$ cat src/rtl/terminal_scroll_controller.sv
// rtl/terminal_scroll_controller.sv - edit-command to text-buffer writer with wrap, circular scroll and status row
module terminal_scroll_controller #(
    parameter int SCREEN_WIDTH  = 76,
    parameter int SCREEN_HEIGHT = 44,
    parameter int STATUS_COL    = 0,
    parameter int MSG_LEN       = 8
) (
    input  logic                                        pixel_clk_in,
    input  logic                                        rst_in,
    input  logic                                        cmd_valid,
    output logic                                        cmd_ready,
    input  logic [1:0]                                  cmd_op,
    input  logic [7:0]                                  cmd_char,
    input  logic                                        status_valid,
    input  logic [1:0]                                  status_sel,
    output logic                                        tg_we,
    output logic [$clog2(SCREEN_WIDTH*SCREEN_HEIGHT)-1:0] tg_addr,
    output logic [7:0]                                  tg_input,
    output logic [$clog2(SCREEN_WIDTH)-1:0]             cursor_x,
    output logic [$clog2(SCREEN_HEIGHT-2)-1:0]          cursor_y,
    output logic [$clog2(SCREEN_HEIGHT-2)-1:0]          row_base,
    output logic                                        busy
);

    localparam int TEXT_ROWS = SCREEN_HEIGHT - 2;
    localparam int AW        = $clog2(SCREEN_WIDTH*SCREEN_HEIGHT);
    localparam int XW        = $clog2(SCREEN_WIDTH);
    localparam int YW        = $clog2(TEXT_ROWS);
    localparam int SW        = YW + 1;

    localparam logic [XW-1:0] X_LAST      = XW'(SCREEN_WIDTH - 1);
    localparam logic [YW-1:0] Y_LAST      = YW'(TEXT_ROWS - 1);
    localparam logic [SW-1:0] ROWS_S      = SW'(TEXT_ROWS);
    localparam logic [AW-1:0] ROW_LEN     = AW'(SCREEN_WIDTH);
    localparam logic [AW-1:0] ROW_END     = AW'(SCREEN_WIDTH - 1);
    localparam logic [AW-1:0] TEXT_END    = AW'(TEXT_ROWS*SCREEN_WIDTH - 1);
    localparam logic [AW-1:0] STATUS_BASE = AW'(TEXT_ROWS*SCREEN_WIDTH + STATUS_COL);
    localparam logic [AW-1:0] MSG_END     = AW'(MSG_LEN - 1);
    localparam logic [7:0]    SPACE       = 8'h20;

    localparam logic [1:0] OP_INSERT  = 2'd0;
    localparam logic [1:0] OP_NEWLINE = 2'd1;
    localparam logic [1:0] OP_BKSP    = 2'd2;

    typedef enum logic [2:0] {
        S_IDLE,
        S_WRITE,
        S_CLR_ROW,
        S_CLR_ALL,
        S_STATUS
    } state_t;

    state_t        state, state_n;
    logic          we_n;
    logic [AW-1:0] addr_n;
    logic [7:0]    data_n;
    logic [XW-1:0] cx_n;
    logic [YW-1:0] cy_n, base_n;
    logic [AW-1:0] cnt, cnt_n;
    logic [AW-1:0] clr_base, clr_base_n;
    logic          wrap_clear, wrap_clear_n;
    logic          status_pending, pend_n;
    logic [1:0]    pend_sel, pend_sel_n;
    logic [1:0]    run_sel, run_sel_n;

    // Logical row to physical row: base+y wraps at most once, so one subtract suffices.
    function automatic logic [YW-1:0] phys_row(input logic [YW-1:0] base, input logic [YW-1:0] y);
        logic [SW-1:0] sum;
        sum = {1'b0, base} + {1'b0, y};
        if (sum >= ROWS_S) begin
            sum = sum - ROWS_S;
        end
        return sum[YW-1:0];
    endfunction

    function automatic logic [AW-1:0] row_addr(input logic [YW-1:0] phys);
        return AW'(phys) * ROW_LEN;
    endfunction

    function automatic logic [AW-1:0] cell_addr(input logic [YW-1:0] base, input logic [YW-1:0] y,
                                                input logic [XW-1:0] x);
        return row_addr(phys_row(base, y)) + AW'(x);
    endfunction

    function automatic logic [YW-1:0] next_base(input logic [YW-1:0] b);
        return (b == Y_LAST) ? '0 : b + YW'(1);
    endfunction

    // Status message ROM; characters beyond the eighth are padded with spaces.
    function automatic logic [7:0] msg_char(input logic [1:0] sel, input logic [AW-1:0] idx);
        logic [63:0] text;
        logic [7:0]  ch;
        case (sel)
            2'd0:    text = "        ";
            2'd1:    text = " compile";
            2'd2:    text = " idling ";
            default: text = " error  ";
        endcase
        if (idx < AW'(8)) begin
            ch = text[{~idx[2:0], 3'b000} +: 8];
        end else begin
            ch = SPACE;
        end
        return ch;
    endfunction

    assign cmd_ready = (state == S_IDLE) && !status_pending;
    assign busy      = (state != S_IDLE);

    // Next-state, next write slot, cursor/scroll and status-queue updates.
    always_comb begin
        state_n      = state;
        we_n         = 1'b0;
        addr_n       = tg_addr;
        data_n       = tg_input;
        cx_n         = cursor_x;
        cy_n         = cursor_y;
        base_n       = row_base;
        cnt_n        = cnt;
        clr_base_n   = clr_base;
        wrap_clear_n = wrap_clear;
        pend_n       = status_pending;
        pend_sel_n   = pend_sel;
        run_sel_n    = run_sel;

        case (state)
            S_IDLE: begin
                if (status_pending) begin
                    state_n   = S_STATUS;
                    we_n      = 1'b1;
                    addr_n    = STATUS_BASE;
                    data_n    = msg_char(pend_sel, '0);
                    cnt_n     = '0;
                    run_sel_n = pend_sel;
                    pend_n    = 1'b0;
                end else if (cmd_valid) begin
                    case (cmd_op)
                        OP_INSERT: begin
                            state_n      = S_WRITE;
                            wrap_clear_n = 1'b0;
                            we_n         = 1'b1;
                            addr_n       = cell_addr(row_base, cursor_y, cursor_x);
                            data_n       = cmd_char;
                            if (cursor_x < X_LAST) begin
                                cx_n = cursor_x + XW'(1);
                            end else begin
                                cx_n = '0;
                                if (cursor_y < Y_LAST) begin
                                    cy_n = cursor_y + YW'(1);
                                end else begin
                                    base_n       = next_base(row_base);
                                    clr_base_n   = row_addr(row_base);
                                    wrap_clear_n = 1'b1;
                                end
                            end
                        end
                        OP_NEWLINE: begin
                            cx_n = '0;
                            if (cursor_y < Y_LAST) begin
                                cy_n         = cursor_y + YW'(1);
                                state_n      = S_WRITE;
                                wrap_clear_n = 1'b0;
                            end else begin
                                // The old top row becomes the new bottom row and is blanked.
                                base_n  = next_base(row_base);
                                state_n = S_CLR_ROW;
                                we_n    = 1'b1;
                                addr_n  = row_addr(row_base);
                                data_n  = SPACE;
                                cnt_n   = '0;
                            end
                        end
                        OP_BKSP: begin
                            state_n      = S_WRITE;
                            wrap_clear_n = 1'b0;
                            if (cursor_x != '0) begin
                                cx_n   = cursor_x - XW'(1);
                                we_n   = 1'b1;
                                addr_n = cell_addr(row_base, cursor_y, cursor_x - XW'(1));
                                data_n = SPACE;
                            end else if (cursor_y != '0) begin
                                cx_n   = X_LAST;
                                cy_n   = cursor_y - YW'(1);
                                we_n   = 1'b1;
                                addr_n = cell_addr(row_base, cursor_y - YW'(1), X_LAST);
                                data_n = SPACE;
                            end
                        end
                        default: begin
                            state_n = S_CLR_ALL;
                            we_n    = 1'b1;
                            addr_n  = '0;
                            data_n  = SPACE;
                            cnt_n   = '0;
                        end
                    endcase
                end
            end
            S_WRITE: begin
                if (wrap_clear) begin
                    state_n      = S_CLR_ROW;
                    wrap_clear_n = 1'b0;
                    we_n         = 1'b1;
                    addr_n       = clr_base;
                    data_n       = SPACE;
                    cnt_n        = '0;
                end else begin
                    state_n = S_IDLE;
                end
            end
            S_CLR_ROW: begin
                if (cnt == ROW_END) begin
                    state_n = S_IDLE;
                end else begin
                    we_n   = 1'b1;
                    addr_n = tg_addr + AW'(1);
                    data_n = SPACE;
                    cnt_n  = cnt + AW'(1);
                end
            end
            S_CLR_ALL: begin
                if (cnt == TEXT_END) begin
                    state_n = S_IDLE;
                    cx_n    = '0;
                    cy_n    = '0;
                    base_n  = '0;
                end else begin
                    we_n   = 1'b1;
                    addr_n = tg_addr + AW'(1);
                    data_n = SPACE;
                    cnt_n  = cnt + AW'(1);
                end
            end
            S_STATUS: begin
                if (cnt == MSG_END) begin
                    state_n = S_IDLE;
                end else begin
                    we_n   = 1'b1;
                    addr_n = tg_addr + AW'(1);
                    data_n = msg_char(run_sel, cnt + AW'(1));
                    cnt_n  = cnt + AW'(1);
                end
            end
            default: begin
                state_n = S_IDLE;
            end
        endcase

        // A new request always wins, even over the clear-on-entry above.
        if (status_valid) begin
            pend_n     = 1'b1;
            pend_sel_n = status_sel;
        end
    end

    // FSM state register.
    always_ff @(posedge pixel_clk_in) begin
        if (rst_in) begin
            state <= S_IDLE;
        end else begin
            state <= state_n;
        end
    end

    // Registered write port, cursor, scroll base and status queue.
    always_ff @(posedge pixel_clk_in) begin
        if (rst_in) begin
            tg_we          <= 1'b0;
            tg_addr        <= '0;
            tg_input       <= '0;
            cursor_x       <= '0;
            cursor_y       <= '0;
            row_base       <= '0;
            cnt            <= '0;
            clr_base       <= '0;
            wrap_clear     <= 1'b0;
            status_pending <= 1'b0;
            pend_sel       <= '0;
            run_sel        <= '0;
        end else begin
            tg_we          <= we_n;
            tg_addr        <= addr_n;
            tg_input       <= data_n;
            cursor_x       <= cx_n;
            cursor_y       <= cy_n;
            row_base       <= base_n;
            cnt            <= cnt_n;
            clr_base       <= clr_base_n;
            wrap_clear     <= wrap_clear_n;
            status_pending <= pend_n;
            pend_sel       <= pend_sel_n;
            run_sel        <= run_sel_n;
        end
    end

endmodule

$ cat config.mk
export PLATFORM = sky130hd
export DESIGN_NAME = terminal_scroll_controller
export DESIGN_NICKNAME = d
export VERILOG_FILES = /design/src/rtl/terminal_scroll_controller.sv
export SDC_FILE = /design/constraint.sdc
export NUM_CORES = 1
export LEC_CHECK = 0
export ABC_AREA = 1
export CORE_MARGIN = 5
export CORE_UTILIZATION = 55
export CTS_CLUSTER_SIZE = 8
export DETAILED_ROUTE_END_ITERATION = 16
export PLACE_DENSITY_LB_ADDON = 0.12
export SYNTH_ARGS = -nofsm -noshare
export SYNTH_HDL_FRONTEND = slang
export SYNTH_SLANG_ARGS = --single-unit
$ cat constraint.sdc
create_clock -name pixel_clk_in -period 4.65 [get_ports pixel_clk_in]
set_clock_uncertainty 0.1 [all_clocks]
set_input_delay 0.93 -clock pixel_clk_in [delete_from_list [all_inputs] [get_ports pixel_clk_in]]
set_output_delay 0.93 -clock pixel_clk_in [all_outputs]
set_load 0.01 [all_outputs]
==> images/density.png <==
Scale bar: 50 um. The die is cut into 13 by 13 equal tiles; black is low, pale yellow is high, 0 to 100% covered.
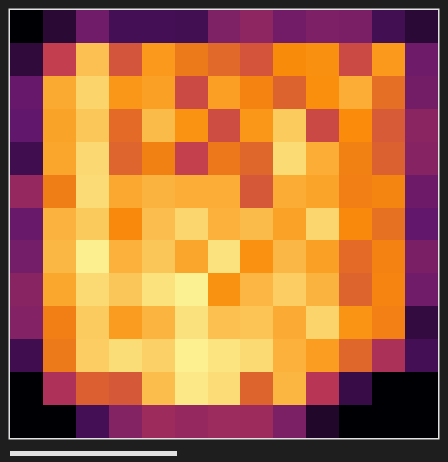
fullest tile	97%
nearly empty tiles	5.3%
mean over tiles	61%
emptiest ninth of the die	south-east

==> images/final_congestion.png <==
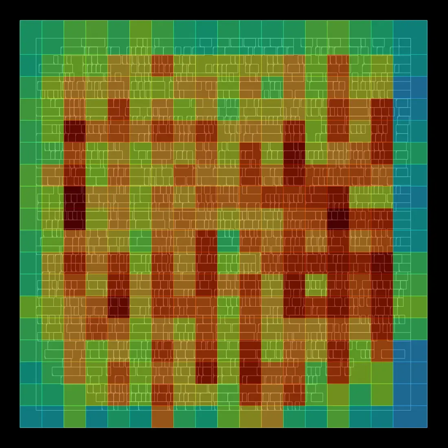
GRT Resource Usage Total: 0.292
busiest metal layer after global routing: met2
grt met3 use: 0.0575
wire length per cell: 16.2 um

==> notes.md <==
yosys + openroad results -> DR top layer met4, Seq/Total Area, Yosys 0.186, largest net degree at the start of global routing 39, CP Capture Type flip-flop, TritonCTS Buffers 9, Dominant flop cell dfxtp_1, yosys stat cell total roughly 1.2k, Vias/cell 5.68, Setup TNS Final -1560 ps, pre-CTS setup slack -321 ps, combinational fraction of the cell area 0.589, most frequent logic cell in the layout nand2_1, Post-Synth AOI/OAI Area 0.195, CTS Sinks 71, port bufs around 57, max incr delay on CP 490 ps, Worst Reg-to-Reg Cells 33, most frequent cells in the layout nand2_1, inv_1, buf_4, clock-pin slew on the worst setup and hold paths 60 ps, M2 GR Usage 0.494, CP Class flip-flop to flip-flop, status finished with violations, sequential share of cell area 0.140, WHS 365 ps, R2R setup slack -320 ps, Storage cell area 1440 um^2, Yosys Chip Area 7660 um^2, endpoints failing hold 0, vias in the first global route 8235, asr flop ratio synth 0, delay-heaviest family, CP adder cells, Slew headroom 0.252, period utilisation layout 1.07, Synth Instances 1151, WL met2 11600 um, worst-skew pair later-pin latency 340 ps, Post-Syn Nets approximately 1.3k, Synth Warn # 0, fraction of layout cells with a size suffix above 1 0.236, area fraction in xor and xnor cells 0.0492, R2R Path End tg_addr[10], initial antenna violation count 0, Worst Hold End clr_base[2], logic area 6040 um^2, Avg Inst Size Synth between 6 and 7 um^2, # fillers around 1.1k, failing checks negative setup slack, Hold Path Stages 2, non-filler instance count after layout around 1.5k, Post-DP Area around 9000 um^2, Die Area 16400 um^2, # setup viols final 6, minimum clock period after layout ~5000 ps, Non-clk invs 172, detailed placer's ending HPWL 18400 um, fin. max-slew vios 0, Top Ports 58, worst setup margin -320 ps, ANT nets after route 0, Top logic family simple AND/OR/NAND/NOR gates, top cells by count nand2_1, inv_1, nor2_1, DRT met1 WL approximately 10000 um
==> images/met1.png <==
Scale bar: 50 um.
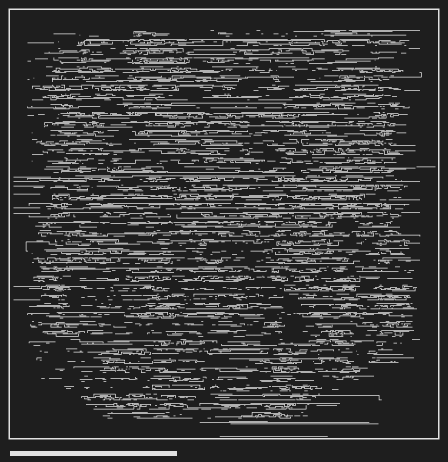
main direction	horizontal
wire length on this layer	10300 um
longest straight run	50.6 um
share of all routed wire	42%
nets with wire on the layer	1369
WL final: 24600 um
via count: 8599
GR Layer Usage met1: 0.366

==> images/wire_density.png <==
Scale bar: 50 um. The die is cut into 26 by 26 equal tiles; black is low, pale yellow is high, scaled to the fullest tile. Values are wire area over tile area, all layers added.
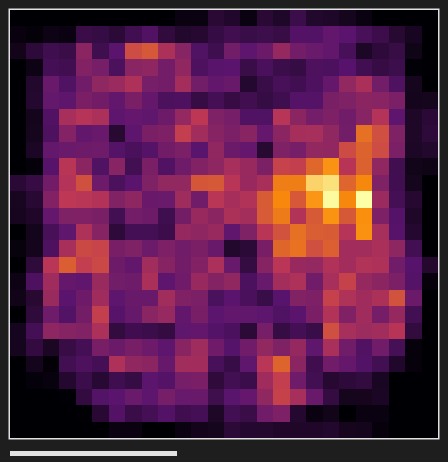
densest ninth of the die	east
nearly empty tiles	12%
mean over tiles	0.25
fullest tile	0.95
tiles over half the peak	8.4%

## sequential cells by signal (all words and copies together), names as in the netlist, 2 cells and up
| register | flops |
|---|---|
| tg_addr | 12 |
| clr_base | 10 |
| tg_input | 8 |
| state | 3 |
| run_sel | 2 |
| cursor_x | 7 |
| pend_sel | 2 |
| cursor_y | 6 |
| cnt | 12 |
| row_base | 6 |
## what timing repair did
item | in CTS | in global routing
setup buffers | 21 | 13
gates resized | 50 | 63
pin swaps | 42 | 59
endpoints found under the setup margin | 6 | 7
